Figure 1. Cell classes on the final placement (run 1).
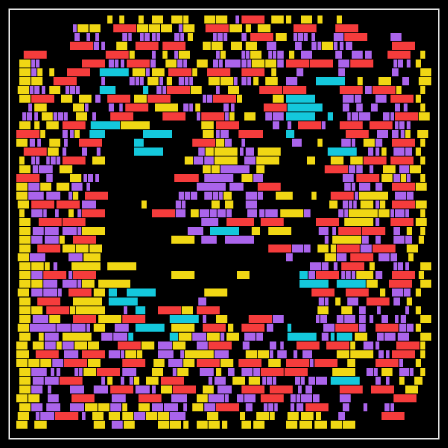
Figure 2. Local utilization (run 1).
Bar = 50 um. 13 x 13 tiles, from black (low) to pale yellow (high), 0 to 100% covered.
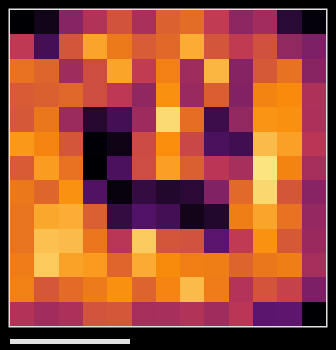
Figure 3. Routing congestion (run 1).
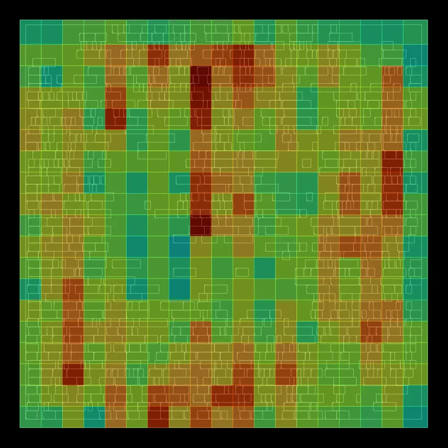
$ cat src/rtl/mem_port_arbiter.sv
// Shares one single-port memory between fetch (IF) and load/store (MEM); optional ARB_STARVE_GUARD_EN bounds IF starvation.
// Latency: grant registered one cycle after request; Valid one cycle after M_Ready; one idle bubble between accesses.
// Backpressure: requesters hold Req until Valid (IF also until Flush); memory holds off via M_Ready, M_* held stable.
module mem_port_arbiter #(
  parameter int ADDR_W       = 32,
  parameter int DATA_W       = 32,
  parameter int STARVE_LIMIT = 4
) (
  input  logic              Clk,
  input  logic              Clr,
  input  logic              IF_Req,
  input  logic [ADDR_W-1:0] IF_Addr,
  input  logic              IF_Flush,
  output logic              IF_Gnt,
  output logic              IF_Valid,
  output logic [DATA_W-1:0] IF_Rdata,
  output logic              IF_Stall,
  input  logic              MEM_Req,
  input  logic              MEM_We,
  input  logic [ADDR_W-1:0] MEM_Addr,
  input  logic [DATA_W-1:0] MEM_Wdata,
  output logic              MEM_Gnt,
  output logic              MEM_Valid,
  output logic [DATA_W-1:0] MEM_Rdata,
  output logic              MEM_Stall,
  output logic              M_Req,
  output logic              M_We,
  output logic [ADDR_W-1:0] M_Addr,
  output logic [DATA_W-1:0] M_Wdata,
  input  logic              M_Ready,
  input  logic [DATA_W-1:0] M_Rdata
);

  typedef enum logic [1:0] {
    IDLE     = 2'd0,
    IF_BUSY  = 2'd1,
    MEM_BUSY = 2'd2
  } state_t;

  state_t            state_q, state_d;
  logic              drop_q, drop_d;
  logic              if_gnt_d, if_valid_d, mem_gnt_d, mem_valid_d;
  logic              m_req_d, m_we_d;
  logic [ADDR_W-1:0] m_addr_d;
  logic [DATA_W-1:0] m_wdata_d, if_rdata_d, mem_rdata_d;
  logic              if_first;
  logic              if_killed;

`ifdef ARB_STARVE_GUARD_EN
  localparam int CNT_W = (STARVE_LIMIT < 1) ? 1 : $clog2(STARVE_LIMIT + 1);
  logic [CNT_W-1:0] starve_q;

  // Counts MEM wins over a waiting fetch; any gap in IF_Req forgives the history.
  always_ff @(posedge Clk) begin
    if (Clr)
      starve_q <= '0;
    else if (!IF_Req || if_gnt_d)
      starve_q <= '0;
    else if (mem_gnt_d && (starve_q != CNT_W'(STARVE_LIMIT)))
      starve_q <= starve_q + CNT_W'(1);
  end

  assign if_first = (starve_q == CNT_W'(STARVE_LIMIT));
`else
  logic unused_starve_limit;
  assign unused_starve_limit = (STARVE_LIMIT > 0);
  assign if_first            = 1'b0;
`endif

  // A falling IF_Req mid-fetch means the fetch was abandoned, same as a redirect.
  assign if_killed = drop_q | IF_Flush | ~IF_Req;

  always_comb begin
    state_d     = state_q;
    drop_d      = drop_q;
    if_gnt_d    = 1'b0;
    mem_gnt_d   = 1'b0;
    if_valid_d  = 1'b0;
    mem_valid_d = 1'b0;
    m_req_d     = M_Req;
    m_we_d      = M_We;
    m_addr_d    = M_Addr;
    m_wdata_d   = M_Wdata;
    if_rdata_d  = IF_Rdata;
    mem_rdata_d = MEM_Rdata;
    case (state_q)
      IDLE: begin
        drop_d = 1'b0;
        if (IF_Req && (if_first || !MEM_Req)) begin
          if_gnt_d = 1'b1;
          m_req_d  = 1'b1;
          m_we_d   = 1'b0;
          m_addr_d = IF_Addr;
          state_d  = IF_BUSY;
        end else if (MEM_Req) begin
          mem_gnt_d = 1'b1;
          m_req_d   = 1'b1;
          m_we_d    = MEM_We;
          m_addr_d  = MEM_Addr;
          m_wdata_d = MEM_Wdata;
          state_d   = MEM_BUSY;
        end
      end
      IF_BUSY: begin
        if (IF_Flush || !IF_Req)
          drop_d = 1'b1;
        if (M_Ready) begin
          m_req_d = 1'b0;
          drop_d  = 1'b0;
          state_d = IDLE;
          if (!if_killed) begin
            if_valid_d = 1'b1;
            if_rdata_d = M_Rdata;
          end
        end
      end
      MEM_BUSY: begin
        if (M_Ready) begin
          m_req_d     = 1'b0;
          state_d     = IDLE;
          mem_valid_d = 1'b1;
          if (!M_We)
            mem_rdata_d = M_Rdata;
        end
      end
      default: begin
        m_req_d = 1'b0;
        drop_d  = 1'b0;
        state_d = IDLE;
      end
    endcase
  end

  always_ff @(posedge Clk) begin
    if (Clr) begin
      state_q   <= IDLE;
      drop_q    <= 1'b0;
      IF_Gnt    <= 1'b0;
      IF_Valid  <= 1'b0;
      IF_Rdata  <= '0;
      MEM_Gnt   <= 1'b0;
      MEM_Valid <= 1'b0;
      MEM_Rdata <= '0;
      M_Req     <= 1'b0;
      M_We      <= 1'b0;
      M_Addr    <= '0;
      M_Wdata   <= '0;
    end else begin
      state_q   <= state_d;
      drop_q    <= drop_d;
      IF_Gnt    <= if_gnt_d;
      IF_Valid  <= if_valid_d;
      IF_Rdata  <= if_rdata_d;
      MEM_Gnt   <= mem_gnt_d;
      MEM_Valid <= mem_valid_d;
      MEM_Rdata <= mem_rdata_d;
      M_Req     <= m_req_d;
      M_We      <= m_we_d;
      M_Addr    <= m_addr_d;
      M_Wdata   <= m_wdata_d;
    end
  end

  assign IF_Stall  = IF_Req & ~IF_Valid;
  assign MEM_Stall = MEM_Req & ~MEM_Valid;

endmodule

$ cat config.mk
export PLATFORM = sky130hd
export DESIGN_NAME = mem_port_arbiter
export DESIGN_NICKNAME = d
export VERILOG_FILES = /design/src/rtl/mem_port_arbiter.sv
export SDC_FILE = /design/constraint.sdc
export NUM_CORES = 1
export LEC_CHECK = 0
export CORE_MARGIN = 1.5
export CORE_UTILIZATION = 33
export DETAILED_ROUTE_END_ITERATION = 6
export HOLD_SLACK_MARGIN = 0.05
export PLACE_DENSITY = 0.74
export SYNTH_ARGS = -nofsm -noshare
export SYNTH_HDL_FRONTEND = slang
export SYNTH_SLANG_ARGS = --single-unit
$ cat constraint.sdc
create_clock -name Clk -period 1.35 [get_ports Clk]
set_input_delay 0.27 -clock Clk [delete_from_list [all_inputs] [get_ports Clk]]
set_output_delay 0.27 -clock Clk [all_outputs]
set_load 0.02 [all_outputs]
==> flow_summary.toml, run 1 <==
# synthesis and place-and-route metrics
[layout]
fin_nets = 1039
lay_top_count = "dfxtp_1"
inverters = 2
fill_cells = 1424
ff_count = 137
clockBufferCount = 22
final-comb-area_um2 = 2830
instances_no_fill = 1132
drive_above_1_share = 0.309
antenna_cells = 0
syn_to_final_growth_pct = 73.9
final_area_um2 = 9570

[floorplanning]
chipArea_um2 = 17500
io_pins = 271
fp-utilization = 0.335
tap_cells = 220
core_um2 = 16400
die-width_um = 132
die_y_um = 132
num_rows = 47

[yosys]
topCombFamilyByArea = "simple AND/OR/NAND/NOR gates"
yosys_area_um2 = 5500
edf_count = 0
syn-num-nets = 749
area_leaders = "dfxtp_1, mux2i_1, nand2_1, nand2b_1, a21oi_1"
ys.flops = 137
synth_top_area_share = 0.499
synth.yosys.seq_area_share = 0.499
synthArstFlopShare = 0
yosys_warnings = 0
xor_area_frac = 0
synthesis.area_um2 = 5500
synthCells = 609
avgSynthCellArea_um2 = 9.03
mux_share = 0.116
synth.top_cells.by_count = "dfxtp_1, nand2_1, a21oi_1, nand2b_1, mux2i_1"
synth.most_common_cell = "dfxtp_1"
synthDistinctLibCells = 28
synthSimpleGateAreaFrac = 0.208

[routing]
drc = 0
drtIter0Drc = 224
vias_per_cell = 4.68
num_vias = 5300
routedWlPerCell_um = 15.8

[placement]
placed_area_um2 = 8570
dp_cells = 1079
dp_hpwl_um = 11000
dpl_worst_slack_ns = -0.557
gp_congestion = 0.747

[clocking]
cts_max_level = 4
post-cts-setup-buffers = 2
clk_path_buf_depth = 2
cts_tree = "yes"
root_buffer = "clkbuf_16"
clock_latency_ns = 0.41
cts_resized = 366
cts-buffers-inserted = 17
postCtsHoldBufs = 0

[final_timing]
min_period_ns = 1.42
finalCritPeriodShare = 1.05
rsz0062_at_grt = "yes"
max_freq_mhz = 706
slew_violations = 0
finalWorstSetupSlack_ns = -0.0659
maxSlewHeadroom = 0.816
max_slew.worst_pin.slew_ns = 0.273
finalSetupViolCount = 78
setup_tns_ns = -2.44

[worst_setup_path]
cp.required_ns = 1.69
r2r_slack_ns = -0.07
critPathLaunch = "state_q[1]$_SDFFE_PP0P_"
r2r_end = "IF_Rdata[28]$_SDFFE_PP0P_"
worstPathMaxFanout = 6
r2r_cells = 7
r2r_start = "state_q[1]$_SDFFE_PP0P_"
critPathCapture = "IF_Rdata[28]$_SDFFE_PP0P_"
end_kind = "flip-flop"
slowest_delay_ns = 0.33
critical_path.top_delay_family = "buffers and inverters"
worstPathArrival_ns = 1.75

[grt]
grt_pass1_wl_um = 25600
grt-ovfl-total = 0
antenna_found_initial = 0
grt_max_degree = 63

[worst_hold_path]
hold_path_startpoint = "Clr"
worstHoldPathCells = 2
holdPathEnd = "MEM_Rdata[20]$_SDFFE_PP0P_"

[pwr]
p_per_area_nw_per_um2 = 1280
ir_drop_v = 0.000912
leakage_nw = 3.79

[job]
cap_violations = 0

[status]
violations = "negative setup slack"
run_status = "finished, violations left"
About Figure 1:
legend:
  purple:
    class: remaining logic cells
    cells: 425
    share_of_their_area: 31%
  red:
    class: registers
    cells: 137
    share_of_their_area: 30%
  yellow:
    class: remaining buffers and delay cells
    cells: 318
    share_of_their_area: 34%
  cyan:
    class: clock drivers and dummy loads
    cells: 32
    share_of_their_area: 6.1%

About Figure 2:
mean over tiles: 53%
fullest tile: 94%
nearly empty tiles: 3.0%
densest ninth of the die: south-west

About Figure 3:
met2 GRT Util: 0.310
GR peak layer: met2
GR Util met3: 0.0681
GRT Resource Usage Total: 0.184
Final Util: 0.583

[run 1: power breakdown]
group	leakage (nW)	switching, mW	internal [mW]
logic	2.40	1.60	1.60
registers	1.12	0.181	4.38
clock network	0.269	1.77	2.68
[run 1: state kept, by name (all words and copies together), names as in the netlist]
signal     count
IF_Gnt         1
IF_Rdata      32
IF_Valid       1
MEM_Gnt        1
MEM_Rdata     32
MEM_Valid      1
M_Addr        32
M_Req          1
M_Wdata       32
M_We           1
drop_q         1
state_q        2
[run 1: routing by layer]
layer,vias to the layer above,share of wire,global-route usage
met4,0,0.019,0.0679
met5,-,0,0
met1,2455,0.41,0.212
met2,204,0.50,0.310
met3,24,0.075,0.0681
li1,2617,-,-
Figure 4. PDN straps and rails (run 1).
Bar = 50 um. Pins as bars on the die edge.
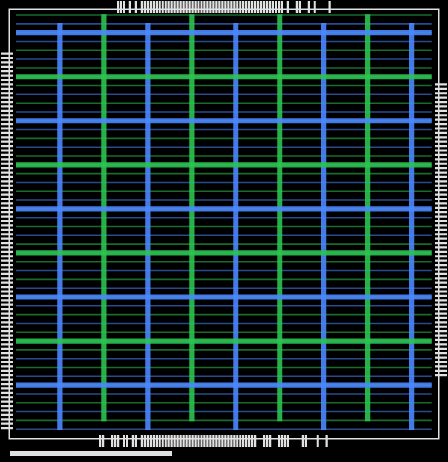

==> run 2, diff against run 1 <==
- SETUP_SLACK_MARGIN: unset -> 0.1
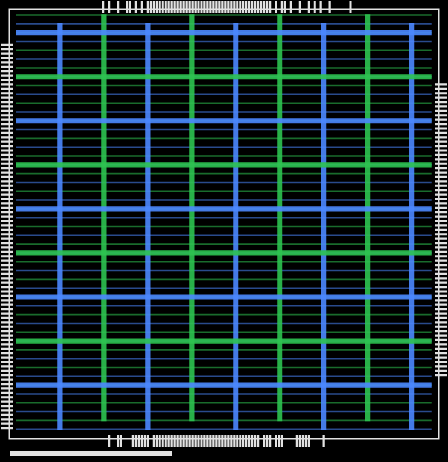
Figure 5: run 2, PDN straps and rails.
Bar = 50 um. Pins as bars on the die edge.
legend:
  green:
    net: VDD
  blue:
    net: VSS
met5 straps: 9
rows: 47
met1 rails: 48
signal pins: 271

==> run 2 against run 1 <==
The flow still finishes with violations (negative setup slack); non-clock buffer count rose by 1; final cell count barely moved; synthesized area unchanged; register-to-register slack improved by 0.02 ns; first-iteration DRC count is 6.7% lower; largest power group is now the clock network; highest routed layer unchanged.
==> flow_summary.toml, run 2 <==
# synthesis and place-and-route metrics
[worst_setup_path]
path_buffers = 2
worstPathMaxFanout = 8
r2r_cells = 6
critPathLaunch = "state_q[1]$_SDFFE_PP0P_"
cp.required_ns = 1.68
r2r_slack_ns = -0.05
critPathCapture = "MEM_Rdata[8]$_SDFFE_PP0P_"
critical_path.top_delay_family = "simple AND/OR/NAND/NOR gates"
r2r_start = "state_q[1]$_SDFFE_PP0P_"
end_kind = "flip-flop"
slowest_delay_ns = 0.35
worst-path-stages = 6
worstPathCellList = "buf_4, ha_4, and3b_2, clkbuf_16, nand2_1, a21oi_1"
worstSetupStartpointType = "flip-flop"
crit_slowest_cell = "dfxtp_2"
r2r_end = "MEM_Rdata[8]$_SDFFE_PP0P_"
worstPathArrival_ns = 1.73

[worst_hold_path]
holdPathEnd = "MEM_Rdata[27]$_SDFFE_PP0P_"
hold_path_startpoint = "Clr"
worstHoldPathCells = 2
hold_class = "in2reg"

[floorplanning]
io_pins = 271
fp-utilization = 0.335
tap_cells = 220
num_rows = 47
chipArea_um2 = 17500
core_um2 = 16400
die_y_um = 132
die-width_um = 132

[layout]
comb.multi_input.count = 423
seqCellArea_um2 = 2770
clkCellAreaFrac = 0.0597
fin_nets = 1040
final_layout_top_logic_cells = "clkdlybuf4s50_1, dfxtp_1, buf_2"
n_all_buffers = 319
comb_area_share = 0.333
ff_count = 137
syn_to_final_growth_pct = 79.5
lay_top_count = "clkdlybuf4s50_1"
drive_above_1_share = 0.427
instances_no_fill = 1133
final-comb-area_um2 = 3290
clockBufferCount = 21
inverters = 2
fill_cells = 1408
largestClassByArea = "combinational gates"
seq_share = 0.281
antenna_cells = 0

[grt]
met1_usage = 0.217
antenna_found_initial = 0
grt_use_met3 = 0.0634
grt-ovfl-total = 0
grt_pass1_wl_um = 26200
grt_pass1_vias = 4997
grt_max_degree = 72
grt_busiest_layer = "met2"
grt_util_all_layers = 0.189
grtUsageMet2 = 0.327

[pwr]
p_clk_frac = 0.357
ir_drop_v = 0.000869
seq_power_share = 0.355
comb-power_mw = 3.76
power_switching_mw = 3.90
p_sw_frac = 0.299
intPower_mw = 9.16
p_per_area_nw_per_um2 = 1320
power_clock_mw = 4.66
p_seq_mw = 4.63
comb_power_share = 0.288
power_mw = 13.1
maxPowerGroup = "the clock network"
leakage_nw = 4.17

[clocking]
cts-buffers-inserted = 17
post-cts-setup-buffers = 9
cts.clk_slew.worst_paths_ns = 0.06
cts_max_level = 4
postCtsHoldBufs = 0
root_buffer = "clkbuf_16"
clock_latency_ns = 0.41
clk_path_buf_depth = 2
tritoncts_num_sinks = 137
cts_resized = 624
cts_tree = "yes"

[yosys]
topCombFamilyByArea = "simple AND/OR/NAND/NOR gates"
synthAdderAreaFrac = 0.0114
ys.flops = 137
synthArstFlopShare = 0
synthSimpleGateAreaFrac = 0.208
flop_cell = "dfxtp_1"
area_leaders = "dfxtp_1, mux2i_1, nand2_1, nand2b_1, a21oi_1"
yosys_area_um2 = 5500
yosys_warnings = 0
post-synth-top-area-cell = "dfxtp_1"
synthCells = 609
synthesis.area_um2 = 5500
synth.most_common_cell = "dfxtp_1"
xor_area_frac = 0
synthDistinctLibCells = 28
synth_stat.cells = 609
synth.top_cells.by_count = "dfxtp_1, nand2_1, a21oi_1, nand2b_1, mux2i_1"
synth_top_area_share = 0.499
mux_share = 0.116
ys_sh_aoi = 0.115
syn-num-nets = 749
avgSynthCellArea_um2 = 9.03
edf_count = 0
synth.yosys.seq_area_share = 0.499

[placement]
dp_hpwl_um = 11100
gp_congestion = 0.748
port_buffers = 270
dp_cells = 1074

[final_timing]
rsz0062_at_grt = "yes"
finalWorstSetupSlack_ns = -0.0499
max_slew.worst_pin.slew_ns = 0.415
max_freq_mhz = 714
clock_skew_ns = 0.00619
finalSetupViolCount = 78
slew_violations = 0
finalCritPeriodShare = 1.04
min_period_ns = 1.40
maxSlewHeadroom = 0.723

[routing]
num_vias = 5414
met3_wirelength_um = 1370
wl_um = 18500
met1_length_um = 7440
drc = 0
drtIter0Drc = 209
antenna_left = 0
vias_per_cell = 4.78
routedWlPerCell_um = 16.3
met2_length_um = 9430
top_layer = "met4"
drt_first_pass_iters = 5

[job]
warnings = 33
cap_violations = 0

[status]
violations = "negative setup slack"
run_status = "finished, violations left"
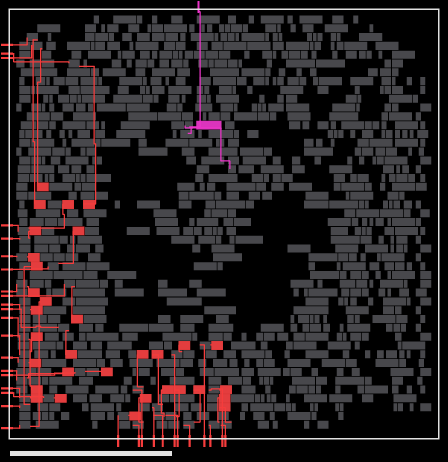
Figure 6: run 2, port wiring.
Bar = 50 um.
legend:
  red:
    port: IF_Addr
    bits: 32
    direction: input
    end_cells: 32
    buffers: 32
    wire: 753 um
  magenta:
    port: M_We
    bits: 1
    direction: output
    end_cells: 1
    buffers: 1
    wire: 69.2 um

## run 2: cell counts after synthesis
No cell type changed its count.
## run 2: cells by family (layout without fill, tap and decap cells)
family                     count (synthesis)  count (layout)
buffers and inverters                     49             353
DFF                                      137             137
and+or+nand+nor                          246             246
AOI/OAI and AO/OA                        108             108
adders and majority gates                  5               5
muxes                                     64              64
## run 2: metrics by stage
stage	setup TNS, ns	cell area, um2	hold WS, ns	setup WS, ns	utilization
floorplan	0	5600	0.384	0.0451	-
global placement	-45.18	8540	0.441	-0.497	0.521
detailed placement	-47.58	8540	0.446	-0.489	0.521
CTS	-0.829	8940	0.117	-0.0361	0.545
global route	-8.75	9870	0.137	-0.119	0.602
finish	-1.59	9870	0.137	-0.0499	0.602
Power figures rest on the tool's default switching activity, not on a simulated workload.
